port_trees.png
Scale: 3 px per um.
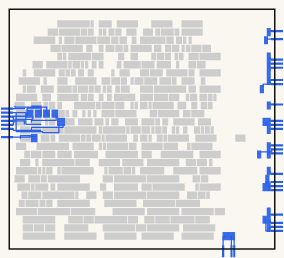
m2.png
Scale: 6 px per um.
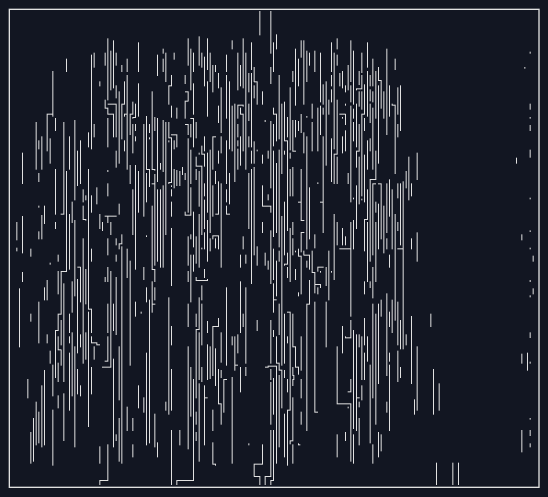
pinout.png
Scale: 6 px per um. Pins as bars across the die edge, other pins in gray.
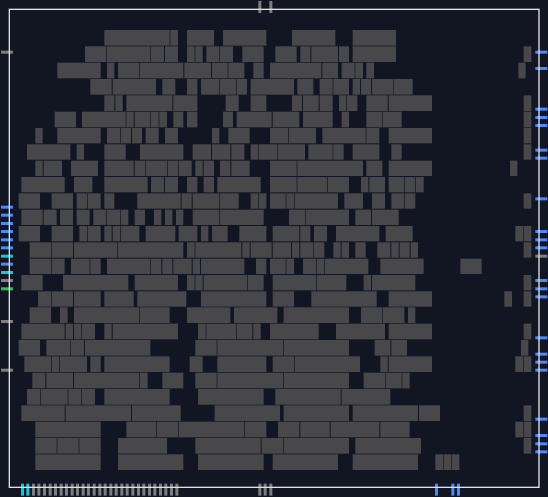
placed.png
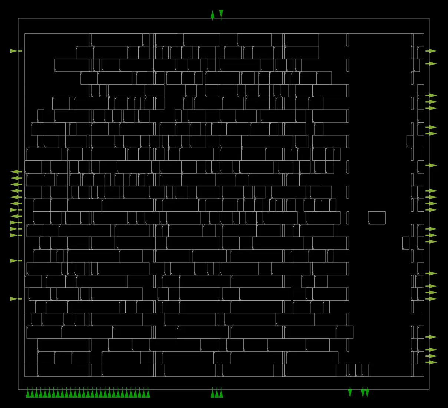
**config.mk**
```make
export PLATFORM = sky130hd
export DESIGN_NAME = mmio_uart_tx
export DESIGN_NICKNAME = d
export VERILOG_FILES = /design/src/rtl/mmio_uart_tx.sv
export SDC_FILE = /design/constraint.sdc
export NUM_CORES = 1
export LEC_CHECK = 0
export CAP_MARGIN = 10
export CORE_ASPECT_RATIO = 0.9
export CORE_MARGIN = 1
export CORE_UTILIZATION = 56
export DETAILED_ROUTE_END_ITERATION = 10
export GPL_ROUTABILITY_DRIVEN = 0
export PLACE_DENSITY = 0.86
export SETUP_SLACK_MARGIN = 0.5
export SYNTH_ARGS = -nofsm -noshare
export SYNTH_HDL_FRONTEND = slang
export SYNTH_SLANG_ARGS = --single-unit
```
**constraint.sdc**
```tcl
create_clock -name clk -period 7.15 [get_ports clk]
set_clock_uncertainty 0.05 [all_clocks]
set_input_delay 1.43 -clock clk [delete_from_list [all_inputs] [get_ports clk]]
set_output_delay 1.43 -clock clk [all_outputs]
set_load 0.05 [all_outputs]
```
**src/rtl/mmio_uart_tx.sv**
```systemverilog
// mmio_uart_tx: memory-mapped 8N1 UART transmitter with a small TX FIFO.
// The core stores bytes to TXDATA and polls STATUS. The serializer drains the
// FIFO back-to-back, so there is no idle gap between queued frames.
//
// state    | meaning
// ---------+--------------------------------------------------------------
// ST_IDLE  | line high, waiting for the FIFO to become non-empty
// ST_START | start bit (low) for one bit time
// ST_DATA  | eight data bits, LSB first, one bit time each
// ST_STOP  | stop bit (high); pops the next byte at its end if one is queued
module mmio_uart_tx #(
   parameter int CLKS_PER_BIT = 868,
   parameter int FIFO_DEPTH   = 4
) (
   input  logic        clk,
   input  logic        rst,
   input  logic        bus_sel,
   input  logic        bus_we,
   input  logic [3:0]  bus_addr,
   input  logic [31:0] bus_wdata,
   output logic [31:0] bus_rdata,
   output logic        tx,
   output logic        tx_idle_irq
);

   localparam int PW = $clog2(FIFO_DEPTH);
   localparam int CW = $clog2(FIFO_DEPTH + 1);
   localparam logic [CW-1:0] DEPTH_C  = CW'(FIFO_DEPTH);
   localparam logic [15:0]   BIT_LOAD = 16'(CLKS_PER_BIT - 1);

   localparam logic [1:0] ST_IDLE  = 2'd0;
   localparam logic [1:0] ST_START = 2'd1;
   localparam logic [1:0] ST_DATA  = 2'd2;
   localparam logic [1:0] ST_STOP  = 2'd3;

   logic [1:0]    state;
   logic [15:0]   bit_tmr;
   logic [2:0]    bit_idx;
   logic [7:0]    shift;
   logic [7:0]    fifo_mem [FIFO_DEPTH];
   logic [PW-1:0] wr_ptr;
   logic [PW-1:0] rd_ptr;
   logic [CW-1:0] count;
   logic          overflow;

   logic sel_txdata;
   logic sel_status;
   logic push_req;
   logic push;
   logic pop;
   logic clr_ovf;
   logic bit_done;
   logic fifo_empty;
   logic fifo_full;
   logic unused_bits;

   assign sel_txdata = bus_sel && (bus_addr[3:2] == 2'd0);
   assign sel_status = bus_sel && (bus_addr[3:2] == 2'd1);
   assign push_req   = sel_txdata && bus_we;
   assign clr_ovf    = sel_status && bus_we && bus_wdata[3];
   assign fifo_empty = (count == '0);
   assign fifo_full  = (count == DEPTH_C);
   // Bit timer is a down-counter; a bit time ends on its terminal count.
   assign bit_done   = (bit_tmr == 16'd0);
   assign pop        = !fifo_empty &&
                       ((state == ST_IDLE) || ((state == ST_STOP) && bit_done));
   // A full FIFO still takes a byte when the serializer frees a slot this edge.
   assign push       = push_req && (!fifo_full || pop);
   assign unused_bits = ^{bus_addr[1:0], bus_wdata[31:8]};

   assign tx_idle_irq = fifo_empty && (state == ST_IDLE);

   // FIFO storage: written only on an accepted push.
   always_ff @(posedge clk) begin
      if (push) begin
         fifo_mem[wr_ptr] <= bus_wdata[7:0];
      end
   end

   // FIFO pointers, occupancy and sticky overflow flag.
   always_ff @(posedge clk) begin
      if (rst) begin
         wr_ptr   <= '0;
         rd_ptr   <= '0;
         count    <= '0;
         overflow <= 1'b0;
      end else begin
         if (push) begin
            wr_ptr <= wr_ptr + PW'(1);
         end
         if (pop) begin
            rd_ptr <= rd_ptr + PW'(1);
         end
         if (push && !pop) begin
            count <= count + CW'(1);
         end else if (pop && !push) begin
            count <= count - CW'(1);
         end
         if (push_req && !push) begin
            overflow <= 1'b1;
         end else if (clr_ovf) begin
            overflow <= 1'b0;
         end
      end
   end

   // Serializer FSM; tx is registered so the line never glitches.
   always_ff @(posedge clk) begin
      if (rst) begin
         state   <= ST_IDLE;
         tx      <= 1'b1;
         bit_tmr <= 16'd0;
         bit_idx <= 3'd0;
         shift   <= 8'd0;
      end else begin
         case (state)
            ST_IDLE: begin
               tx <= 1'b1;
               if (pop) begin
                  shift   <= fifo_mem[rd_ptr];
                  bit_tmr <= BIT_LOAD;
                  tx      <= 1'b0;
                  state   <= ST_START;
               end
            end
            ST_START: begin
               if (bit_done) begin
                  bit_tmr <= BIT_LOAD;
                  bit_idx <= 3'd0;
                  tx      <= shift[0];
                  state   <= ST_DATA;
               end else begin
                  bit_tmr <= bit_tmr - 16'd1;
               end
            end
            ST_DATA: begin
               if (bit_done) begin
                  bit_tmr <= BIT_LOAD;
                  if (bit_idx == 3'd7) begin
                     tx    <= 1'b1;
                     state <= ST_STOP;
                  end else begin
                     shift   <= shift >> 1;
                     tx      <= shift[1];
                     bit_idx <= bit_idx + 3'd1;
                  end
               end else begin
                  bit_tmr <= bit_tmr - 16'd1;
               end
            end
            ST_STOP: begin
               if (bit_done) begin
                  if (pop) begin
                     shift   <= fifo_mem[rd_ptr];
                     bit_tmr <= BIT_LOAD;
                     tx      <= 1'b0;
                     state   <= ST_START;
                  end else begin
                     tx    <= 1'b1;
                     state <= ST_IDLE;
                  end
               end else begin
                  bit_tmr <= bit_tmr - 16'd1;
               end
            end
            default: begin
               tx    <= 1'b1;
               state <= ST_IDLE;
            end
         endcase
      end
   end

   // Load data: only STATUS returns non-zero; deselected reads return 0.
   always_comb begin
      bus_rdata = 32'd0;
      if (sel_status) begin
         bus_rdata[0]    = (state != ST_IDLE);
         bus_rdata[1]    = fifo_full;
         bus_rdata[2]    = fifo_empty;
         bus_rdata[3]    = overflow;
         bus_rdata[15:8] = 8'(count);
      end
   end

endmodule

```
==> Changelog: implementation <==
## Implementation

* Grt ovf at 0
* Worst slew pin tran at 0.8222 ns
* CP startpoint kind: input port
* Clock Pin Slew Worst Setup and Hold Paths at around 0.070 ns
* Post-CTS Setup Repair Bufs at 0
* Mapped Cells at 335
* Max-Cap Viols at 0
* Leak at 1.589 nW
* CTS Buf Count at 9
* Clock Path Buffers at 2
* Slew margin rel. at between 40 and 50%
* Clock latency on the worst-skew pair at 0.34 ns
* Seq share, synth at 47.22%
* Status: finished, final reports clean
* Most common cell in the synthesized netlist: dfxtp_1
* Storage cell area at 1762 um^2
* WP data arrival at 3.37 ns
* Uppermost layer routed: met4
* Crit path DRT at roughly 5.7 ns
* Htree depth at 3
* Post-Syn Area at about 3700 um^2
* Number of global-route vias before repair at 2511
* Antenna violations before repair at 0
* Setup TNS at 0 ns
* Primary FF master, synth: dfxtp_1
* Syn_area_per_cell at ~11 um^2
* Met1 usage at 30.19%
* Yosys warns at 0
* XOR/XNOR Area Share at less than 1%
* Fin crit period at 4.853 ns
* WL/cell at 16.03 um
* Largest regs: fifo_mem (32), bit_tmr (16), shift (8)
* Worst-path cell chain: clkdlybuf4s50_1 > nor2b_1 > nand2_1 > nor2_1 > clkdlybuf4s50_1
* Worst vdd ir at between 0.0002 and 0.00025 V
* Synth area leader: edfxtp_1
* DRT antenna net count at 0
* Gate Area at roughly 1800 um^2
* Synthesized-area fraction occupied by adder cells at 5.567%
* #FFs+latches synth at 72
* TritonCTS clock tree: done
* Global-route wire length before repair at 11.99 mm
* Post-DR vias/cell at 5.886
* Top cells, area: edfxtp_1 (26%), dfxtp_1 (21%), buf_4 (5.4%)
* Pin count of the biggest net entering global routing at 31
* Met1 WL at between 3 and 4 mm
* Initial DRC Count at 269
* M3 GR Usage at 3.413%
* Crit path buffers/inverters at 2
* Cell Pwr Density at 393.9 nW/um^2
* Tool Warnings at 62
## Picture notes: port_trees.png
| color | port | direction | end cells | buffers | wire |
|---|---|---|---|---|---|
| blue | bus_rdata | output | 32 | 7 | 210 um |
port bufs: 22
I/O Pins: 74

## Picture notes: m2.png
share of all routed wire: 47%
wire length on this layer: 3410 um
main direction: vertical
longest straight run: 36.0 um
nets with wire on the layer: 338
global routing usage on met2: 36.20%
final WL: 7.180 mm
via count: 2637

## Picture notes: pinout.png
| color | port | pins | direction | edge |
|---|---|---|---|---|
| green | bus_sel | 1 | input | west |
| cyan | bus_addr | 4 | input | 2 south, 2 west |
| blue | bus_rdata | 32 | output | 22 east, 7 west, 3 south |
all pins by edge: 35 south, 23 east, 14 west, 2 north
die width: 88.04 um
Die Y: 79.44 um

## Picture notes: placed.png
Core ar.: 6284 um^2
fin util: 65.83%
fillers: 450
flip-flops: 72

==> metrics by stage <==
step | power [mW] | utilization [%] | instance area (um^2) | worst slack [ns] | std cells
2_1_floorplan | 1.125 | - | 3821 | 3.191 | 359
3_3_place_gp | 1.223 | 62.15 | 3905 | 2.340 | 432
3_5_place_dp | 1.258 | 62.15 | 3905 | 2.318 | 432
4_1_cts | 1.623 | 65.83 | 4136 | 2.302 | 448
5_1_grt | 1.721 | 65.83 | 4136 | 2.155 | 448
6_report | 1.629 | 65.83 | 4136 | 2.297 | 448
==> cell type report <==
class / count / area share [%]
inverters: 12 / 1.089
well taps: 87 / 2.632
multi-input cells: 238 / 42.59
flip-flops and latches: 72 / 42.59
repair buffers: 23 / 5.505
clock buffers: 12 / 3.751
clock inverters: 4 / 1.845
==> path summary, 6_finish.rpt <==
path / to / from / depth (start not counted) / slack (ns)
max: bus_rdata[2] / bus_sel / 5 / 2.30
min reg2reg: bit_idx[0] / bit_idx[0] / 2 / 0.45
min: bit_idx[0] / bit_idx[0] / 2 / 0.45
max reg2reg: count[2] / bit_tmr[0] / 12 / 3.83
==> cell usage in the layout (no fill, tap or decap), drive strengths merged, types with 10 or more instances in the layout <==
cell / synthesis / layout
ha: 15 / 15
conb: 1 / 25
edfxtp: 32 / 32
mux2i: 10 / 10
a21oi: 17 / 17
nand2: 15 / 15
dfxtp: 40 / 40
nor2: 28 / 28
clkdlybuf4s50: 0 / 22
clkbuf: 4 / 12
o21ai: 14 / 14
inv: 12 / 12
==> power by group <==
| group | switching (mW) | internal (mW) |
|---|---|---|
| clock | 0.148 | 0.216 |
| combinational | 0.417 | 0.271 |
| sequential | 0.0842 | 0.493 |
No activity file was given, so power comes from the tool's default toggle rates.
